## src/rtl/dice_pkg.sv

```systemverilog
// Shared constants and helpers for the multi-die roller: die sizes, segment codes, FSM states.
package dice_pkg;

  localparam int unsigned MAX_DICE = 7;

  // Die sizes as BCD, indexed by button number.
  localparam logic [15:0] DIE_SIZE [MAX_DICE] = '{
    16'h0004, 16'h0006, 16'h0008, 16'h0010, 16'h0012, 16'h0020, 16'h0100
  };

  // Segment codes, bit 0 = segment a ... bit 6 = segment g.
  localparam logic [6:0] SEG_TABLE [10] = '{
    7'h3F, 7'h06, 7'h5B, 7'h4F, 7'h66, 7'h6D, 7'h7D, 7'h07, 7'h7F, 7'h6F
  };

  typedef enum logic [1:0] {StIdle, StSpin, StSettle, StShow} state_e;

  function automatic logic [2:0] lowest_set(input logic [MAX_DICE-1:0] v);
    logic [2:0] idx;
    idx = '0;
    for (int i = MAX_DICE - 1; i >= 0; i--) begin
      if (v[i]) idx = 3'(i);
    end
    return idx;
  endfunction

  function automatic logic [6:0] seg_code(input logic [3:0] d);
    return (d < 4'd10) ? SEG_TABLE[d] : 7'h00;
  endfunction

  function automatic int unsigned bcd_to_int(input logic [15:0] b);
    int unsigned r;
    r = 0;
    for (int i = 3; i >= 0; i--) begin
      r = r * 10 + 32'(b[4*i +: 4]);
    end
    return r;
  endfunction

endpackage

```

## src/rtl/dice_engine_multi_if.sv

```systemverilog
// Button/tick inputs and display/status outputs of the multi-die roller.
interface dice_engine_multi_if #(
    parameter int unsigned N_DICE   = 7,
    parameter int unsigned N_DIGITS = 3
);
    logic                    tick;
    logic [N_DICE-1:0]       btn;
    logic                    seg_inv;
    logic                    dig_inv;
    logic [6:0]              seg;
    logic [N_DIGITS-1:0]     dig_en;
    logic [4*N_DIGITS-1:0]   value_bcd;
    logic [2:0]              die_sel;
    logic                    busy;
    logic                    done;

    modport master (
        output tick, btn, seg_inv, dig_inv,
        input  seg, dig_en, value_bcd, die_sel, busy, done
    );

    modport slave (
        input  tick, btn, seg_inv, dig_inv,
        output seg, dig_en, value_bcd, die_sel, busy, done
    );
endinterface

```

## src/rtl/bcd_down_counter.sv

```systemverilog
// N-digit BCD down counter over 1..max_val; stepping from 1 wraps to max_val.
module bcd_down_counter #(
    parameter int unsigned N_DIGITS = 3
) (
    input  logic                  clk,
    input  logic                  rst_n,
    input  logic                  load,
    input  logic [4*N_DIGITS-1:0] load_val,
    input  logic                  step,
    input  logic [4*N_DIGITS-1:0] max_val,
    output logic [4*N_DIGITS-1:0] value
);
    localparam int unsigned W = 4 * N_DIGITS;
    localparam logic [W-1:0] ONE = W'(1);

    logic [W-1:0] value_q, value_d, dec;
    logic         borrow;

    always_comb begin
        borrow = 1'b1;
        dec    = value_q;
        for (int k = 0; k < N_DIGITS; k++) begin
            if (borrow) begin
                if (value_q[4*k +: 4] == 4'd0) begin
                    dec[4*k +: 4] = 4'd9;
                end else begin
                    dec[4*k +: 4] = value_q[4*k +: 4] - 4'd1;
                    borrow        = 1'b0;
                end
            end
        end
        value_d = value_q;
        if (load) begin
            value_d = load_val;
        end else if (step) begin
            value_d = (value_q == ONE) ? max_val : dec;
        end
    end

    always_ff @(posedge clk or negedge rst_n) begin
        if (!rst_n) value_q <= ONE;
        else        value_q <= value_d;
    end

    assign value = value_q;
endmodule

```

## src/rtl/dice_engine_multi.sv

```systemverilog
// Multi-die roller: spin while held, decelerate on prescaler ticks, show on a muxed display.
module dice_engine_multi
    import dice_pkg::*;
#(
    parameter int unsigned N_DICE       = 7,
    parameter int unsigned N_DIGITS     = 3,
    parameter int unsigned SETTLE_STEPS = 6,
    parameter int unsigned SETTLE_BASE  = 1
) (
    input logic                clk,
    input logic                rst_n,
    dice_engine_multi_if.slave bus
);
    localparam int unsigned W       = 4 * N_DIGITS;
    localparam int unsigned MAX_INT = SETTLE_BASE << (SETTLE_STEPS - 1);
    localparam int unsigned IW      = $clog2(MAX_INT + 1);
    localparam int unsigned CW      = $clog2(SETTLE_STEPS + 1);
    localparam int unsigned SW      = (N_DIGITS > 1) ? $clog2(N_DIGITS) : 1;

    if (N_DICE == 0 || N_DICE > MAX_DICE) begin : g_dice_chk
        $error("N_DICE out of range of the die size table");
    end
    if (SETTLE_STEPS == 0 || SETTLE_BASE == 0) begin : g_settle_chk
        $error("SETTLE_STEPS and SETTLE_BASE must be non-zero");
    end
    for (genvar i = 0; i < N_DICE; i++) begin : g_size_chk
        if (bcd_to_int(DIE_SIZE[i]) >= 10 ** N_DIGITS) begin : g_err
            $error("die size does not fit in N_DIGITS");
        end
    end

    state_e                state_q;
    logic [2:0]            die_sel_q;
    logic [CW-1:0]         step_cnt_q;
    logic [IW-1:0]         interval_q;
    logic [IW-1:0]         tick_cnt_q;
    logic                  busy_q;
    logic                  done_q;
    logic [MAX_DICE-1:0]   btn_prev_q;

    logic [MAX_DICE-1:0]   btn_ext;
    logic [MAX_DICE-1:0]   btn_rise;
    logic [2:0]            load_idx;
    logic [W-1:0]          load_val;
    logic [W-1:0]          max_val;
    logic [W-1:0]          value;
    logic                  held;
    logic                  settle_hit;
    logic                  cnt_load;
    logic                  cnt_step;

    always_comb begin
        btn_ext    = MAX_DICE'(bus.btn);
        btn_rise   = btn_ext & ~btn_prev_q;
        load_idx   = lowest_set(btn_ext);
        load_val   = W'(DIE_SIZE[load_idx]);
        max_val    = W'(DIE_SIZE[die_sel_q]);
        held       = btn_ext[die_sel_q];
        settle_hit = bus.tick && ((tick_cnt_q + 1'b1) == interval_q);
        cnt_load   = 1'b0;
        cnt_step   = 1'b0;
        unique case (state_q)
            StIdle:   cnt_load = |btn_ext;
            StSpin:   cnt_step = held;
            StSettle: cnt_step = !held && settle_hit;
            StShow:   cnt_load = |btn_rise;
            default:  ;
        endcase
    end

    bcd_down_counter #(
        .N_DIGITS (N_DIGITS)
    ) u_counter (
        .clk      (clk),
        .rst_n    (rst_n),
        .load     (cnt_load),
        .load_val (load_val),
        .step     (cnt_step),
        .max_val  (max_val),
        .value    (value)
    );

    always_ff @(posedge clk or negedge rst_n) begin
        if (!rst_n) begin
            state_q    <= StIdle;
            die_sel_q  <= '0;
            step_cnt_q <= '0;
            interval_q <= IW'(SETTLE_BASE);
            tick_cnt_q <= '0;
            busy_q     <= 1'b0;
            done_q     <= 1'b0;
            btn_prev_q <= '0;
        end else begin
            done_q     <= 1'b0;
            btn_prev_q <= btn_ext;
            unique case (state_q)
                StIdle: begin
                    if (|btn_ext) begin
                        die_sel_q <= load_idx;
                        state_q   <= StSpin;
                        busy_q    <= 1'b1;
                    end
                end
                StSpin: begin
                    if (!held) begin
                        state_q    <= StSettle;
                        step_cnt_q <= '0;
                        interval_q <= IW'(SETTLE_BASE);
                        tick_cnt_q <= '0;
                    end
                end
                StSettle: begin
                    // A re-press wins over any tick in the same cycle.
                    if (held) begin
                        state_q <= StSpin;
                    end else if (settle_hit) begin
                        tick_cnt_q <= '0;
                        interval_q <= interval_q << 1;
                        step_cnt_q <= step_cnt_q + 1'b1;
                        if ((step_cnt_q + 1'b1) == CW'(SETTLE_STEPS)) begin
                            state_q <= StShow;
                            busy_q  <= 1'b0;
                            done_q  <= 1'b1;
                        end
                    end else if (bus.tick) begin
                        tick_cnt_q <= tick_cnt_q + 1'b1;
                    end
                end
                StShow: begin
                    if (|btn_rise) begin
                        die_sel_q <= load_idx;
                        state_q   <= StSpin;
                        busy_q    <= 1'b1;
                    end
                end
                default: state_q <= StIdle;
            endcase
        end
    end

    logic [SW-1:0]       scan_q, scan_d;
    logic [6:0]          seg_q, seg_d;
    logic [N_DIGITS-1:0] dig_en_q, dig_en_d;
    logic [3:0]          cur_digit;
    logic                upper_zero;
    logic                blank;

    always_comb begin
        cur_digit  = 4'd0;
        upper_zero = 1'b1;
        for (int k = 0; k < N_DIGITS; k++) begin
            if (SW'(k) == scan_q) cur_digit = value[4*k +: 4];
            if (SW'(k) >= scan_q && value[4*k +: 4] != 4'd0) upper_zero = 1'b0;
        end
        blank    = (state_q == StSpin) || ((scan_q != '0) && upper_zero);
        seg_d    = blank ? 7'h00 : seg_code(cur_digit);
        dig_en_d = blank ? '0 : (N_DIGITS'(1) << scan_q);
        scan_d   = (scan_q == SW'(N_DIGITS - 1)) ? '0 : scan_q + 1'b1;
    end

    always_ff @(posedge clk or negedge rst_n) begin
        if (!rst_n) begin
            scan_q   <= '0;
            seg_q    <= '0;
            dig_en_q <= '0;
        end else begin
            scan_q   <= scan_d;
            seg_q    <= seg_d;
            dig_en_q <= dig_en_d;
        end
    end

    assign bus.seg       = bus.seg_inv ? seg_q : ~seg_q;
    assign bus.dig_en    = bus.dig_inv ? dig_en_q : ~dig_en_q;
    assign bus.value_bcd = value;
    assign bus.die_sel   = die_sel_q;
    assign bus.busy      = busy_q;
    assign bus.done      = done_q;
endmodule

```

## src/flat_wrapper.sv

```systemverilog
// flat-port wrapper written by rule: the top's interface ports become plain ports
module dice_engine_multi_flat import dice_pkg::*;
#(
    parameter int unsigned N_DICE       = 7,
    parameter int unsigned N_DIGITS     = 3,
    parameter int unsigned SETTLE_STEPS = 6,
    parameter int unsigned SETTLE_BASE  = 1
)
  (clk, rst_n, bus_tick, bus_btn, bus_seg_inv, bus_dig_inv, bus_seg, bus_dig_en, bus_value_bcd, bus_die_sel, bus_busy, bus_done);
  dice_engine_multi_if #(.N_DICE(N_DICE), .N_DIGITS(N_DIGITS)) bus_i ();
  input logic clk;
  input logic rst_n;
  input wire logic [$bits(bus_i.tick)-1:0] bus_tick;
  input wire logic [$bits(bus_i.btn)-1:0] bus_btn;
  input wire logic [$bits(bus_i.seg_inv)-1:0] bus_seg_inv;
  input wire logic [$bits(bus_i.dig_inv)-1:0] bus_dig_inv;
  output wire logic [$bits(bus_i.seg)-1:0] bus_seg;
  output wire logic [$bits(bus_i.dig_en)-1:0] bus_dig_en;
  output wire logic [$bits(bus_i.value_bcd)-1:0] bus_value_bcd;
  output wire logic [$bits(bus_i.die_sel)-1:0] bus_die_sel;
  output wire logic [$bits(bus_i.busy)-1:0] bus_busy;
  output wire logic [$bits(bus_i.done)-1:0] bus_done;
  assign bus_i.tick = bus_tick;
  assign bus_i.btn = bus_btn;
  assign bus_i.seg_inv = bus_seg_inv;
  assign bus_i.dig_inv = bus_dig_inv;
  assign bus_seg = bus_i.seg;
  assign bus_dig_en = bus_i.dig_en;
  assign bus_value_bcd = bus_i.value_bcd;
  assign bus_die_sel = bus_i.die_sel;
  assign bus_busy = bus_i.busy;
  assign bus_done = bus_i.done;
  dice_engine_multi #(.N_DICE(N_DICE), .N_DIGITS(N_DIGITS), .SETTLE_STEPS(SETTLE_STEPS), .SETTLE_BASE(SETTLE_BASE)) u_core (.clk(clk), .rst_n(rst_n), .bus(bus_i));
endmodule
```

## config.mk

```make
export PLATFORM = sky130hd
export DESIGN_NAME = dice_engine_multi_flat
export DESIGN_NICKNAME = d
export VERILOG_FILES = /design/src/rtl/dice_pkg.sv /design/src/rtl/dice_engine_multi_if.sv /design/src/rtl/bcd_down_counter.sv /design/src/rtl/dice_engine_multi.sv /design/src/flat_wrapper.sv
export SDC_FILE = /design/constraint.sdc
export NUM_CORES = 1
export LEC_CHECK = 0
export CAP_MARGIN = 20
export CORE_UTILIZATION = 35
export DETAILED_ROUTE_END_ITERATION = 10
export GPL_ROUTABILITY_DRIVEN = 0
export GPL_TIMING_DRIVEN = 0
export SLEW_MARGIN = 20
export SYNTH_ARGS = -nofsm -noshare
export SYNTH_HDL_FRONTEND = slang
export SYNTH_SLANG_ARGS = --single-unit
```

## constraint.sdc

```tcl
create_clock -name clk -period 2.4 [get_ports clk]
set_clock_uncertainty 0.1 [all_clocks]
set_input_delay 0.48 -clock clk [delete_from_list [all_inputs] [get_ports clk]]
set_output_delay 0.48 -clock clk [all_outputs]
set_load 0.05 [all_outputs]
```

==> reports/metrics.csv <==
metric,value,unit
Setup WS pre-CTS,-746,ps
share of cells above drive strength 1,0.188,
failing checks,negative setup slack,
WS Path Type,register to register,
Worst Hold Class,input port to asynchronous set/reset pin,
Synth Flop Type,dfrtp_1,
final worst slack,-43.0,ps
min Tclk post-route,2440,ps
Dominant cell area share,0.381,
"Design Area, Final",4300,sq um
Top area cell types,"dfrtp_1, ha_1, nand2_1",
Final Hold Slack,80.4,ps
Yosys reg bits,53,
clk latency late pin,310,ps
DRC,0,
mapped cell area,3350,sq um
fin. max-slew vios,0,
status,"complete, but fails checks",
DP Area,3900,sq um
Synth warnings,0,
dpl hpwl,5610,um
Die Area,9970,sq um
Finish-stage setup viols,3,
Layout area overhead,28.1,%
static leakage,1.86,nW
"critical path fanouts, max",4,
Core ar.,9240,sq um
fmax,409,MHz
CP startpoint kind,register,
-- per-layer routing --
layer	up-vias	part of all wire	track usage
met5	-	0	0
met4	0	0.0076	0.0419
met3	4	0.042	0.0299
met2	60	0.48	0.282
met1	1396	0.47	0.221
li1	1428	-	-
-- cell type report --
type                    count  area (sq um)  area share
plain buffers              14          75.1      0.0175
clock buffers               5          68.8      0.0160
clock inverters             3          25.0     0.00583
inverters                  19          71.3      0.0166
multi-input cells         276          2050       0.477
flip-flops and latches     53          1330       0.311
well taps                 129           161      0.0376
repair buffers             55           512       0.119
-- registers in the layout, summed over array words and instances (netlist names) --
register,flops
u_core.bus.busy,1
u_core.interval_q,6
u_core.bus.done,1
u_core.u_counter.value,12
u_core.bus.die_sel,3
u_core.btn_prev_q,7
u_core.scan_q,2
u_core.dig_en_q,3
u_core.state_q,2
u_core.seg_q,7
u_core.tick_cnt_q,6
u_core.step_cnt_q,3
-- metrics by stage --
step / utilization / TNS, ps
floorplan: - / -21.2
global placement: 0.422 / -59130
detailed placement: 0.422 / -15970
CTS: 0.448 / -54.0
global route: 0.465 / -927
finish: 0.465 / -108
-- cell families after synthesis --
group	Yosys count	share of synthesized area
simple gates	125	0.190
compound gates	98	0.203
flops	53	0.396
buf+inv	34	0.0399
xor+xnor	22	0.0661
mux	17	0.0530
fa+ha+maj	14	0.0523
-- final timing paths --
kind	to	slack [ps]	depth (start not counted)
setup / recovery	u_core.u_counter.value[7]	-40	9
hold / removal	u_core.u_counter.value[11]	80	1
setup reg to reg	u_core.u_counter.value[7]	-40	9
hold reg to reg	u_core.interval_q[0]	410	2
max in group asynchronous	u_core.tick_cnt_q[0]	1630	1
min in group clk	u_core.btn_prev_q[1]	330	1
-- repair_timing --
action | in CTS | in global routing
cloned | 0 | 0
buffers inserted | 12 | 6
pin swaps | 10 | 15
gates resized | 28 | 38
setup endpoints to repair | 35 | 35
-- cell usage in the layout, fill, tap and decap left out, types with 9 or more instances in the layout --
cell             synthesis  routed
ha_1                    14      13
inv_1                   18      18
clkdlybuf4s50_1          0      19
nand3_1                 12      12
buf_4                    0      17
o21ai_0                 21      14
xnor2_1                 15      14
dfrtp_1                 51      47
a21oi_1                 11       9
a31oi_1                 10      10
nand2_1                 37      37
nor2_1                  21      20
mux2i_1                 11      10
dlygate4sd2_1            0      11
-- where the power goes --
| part | total (W) | switching (W) | internal [W] |
|---|---|---|---|
| clock network | 0.000527 | 0.000316 | 0.000211 |
| logic | 0.00323 | 0.00199 | 0.00124 |
| registers | 0.00135 | 0.000237 | 0.00111 |
| total | 0.00511 | 0.00254 | 0.00257 |
-- worst max-delay path: stages, from the launching register on --
cell and delay (ps):
dfrtp_2 450, ha_4 180, buf_6 110, and3_4 170, xor3_1 230, a2111oi_4 200
buf_4 190, a21boi_4 70, or4_4 500, mux2i_1 140
==> images/final_placement.png <==
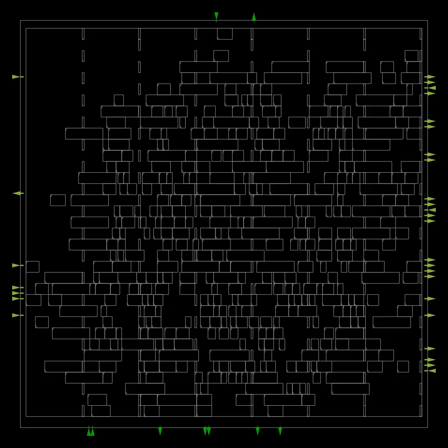
layout filler cell count: 898
tap cells: 129
Core Util, Final: 0.465
flip-flops: 53

==> images/met2.png <==
Bar = 20 um.
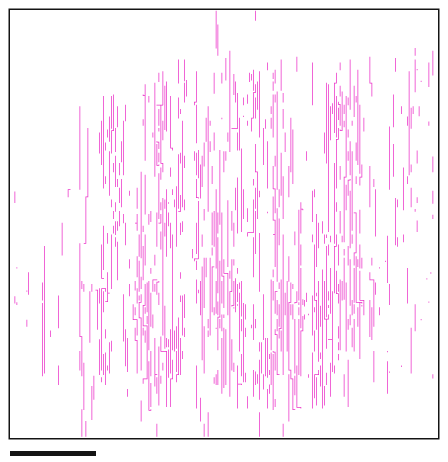
- wire length on this layer: 3,800 um
- longest straight run: 34.3 um
- share of all routed wire: 48%
- nets with wire on the layer: 378
met2 global-route usage: 0.282
final wirelength: 7880 um
routed via count: 2,888

Power figures rest on the tool's default switching activity, not on a simulated workload.
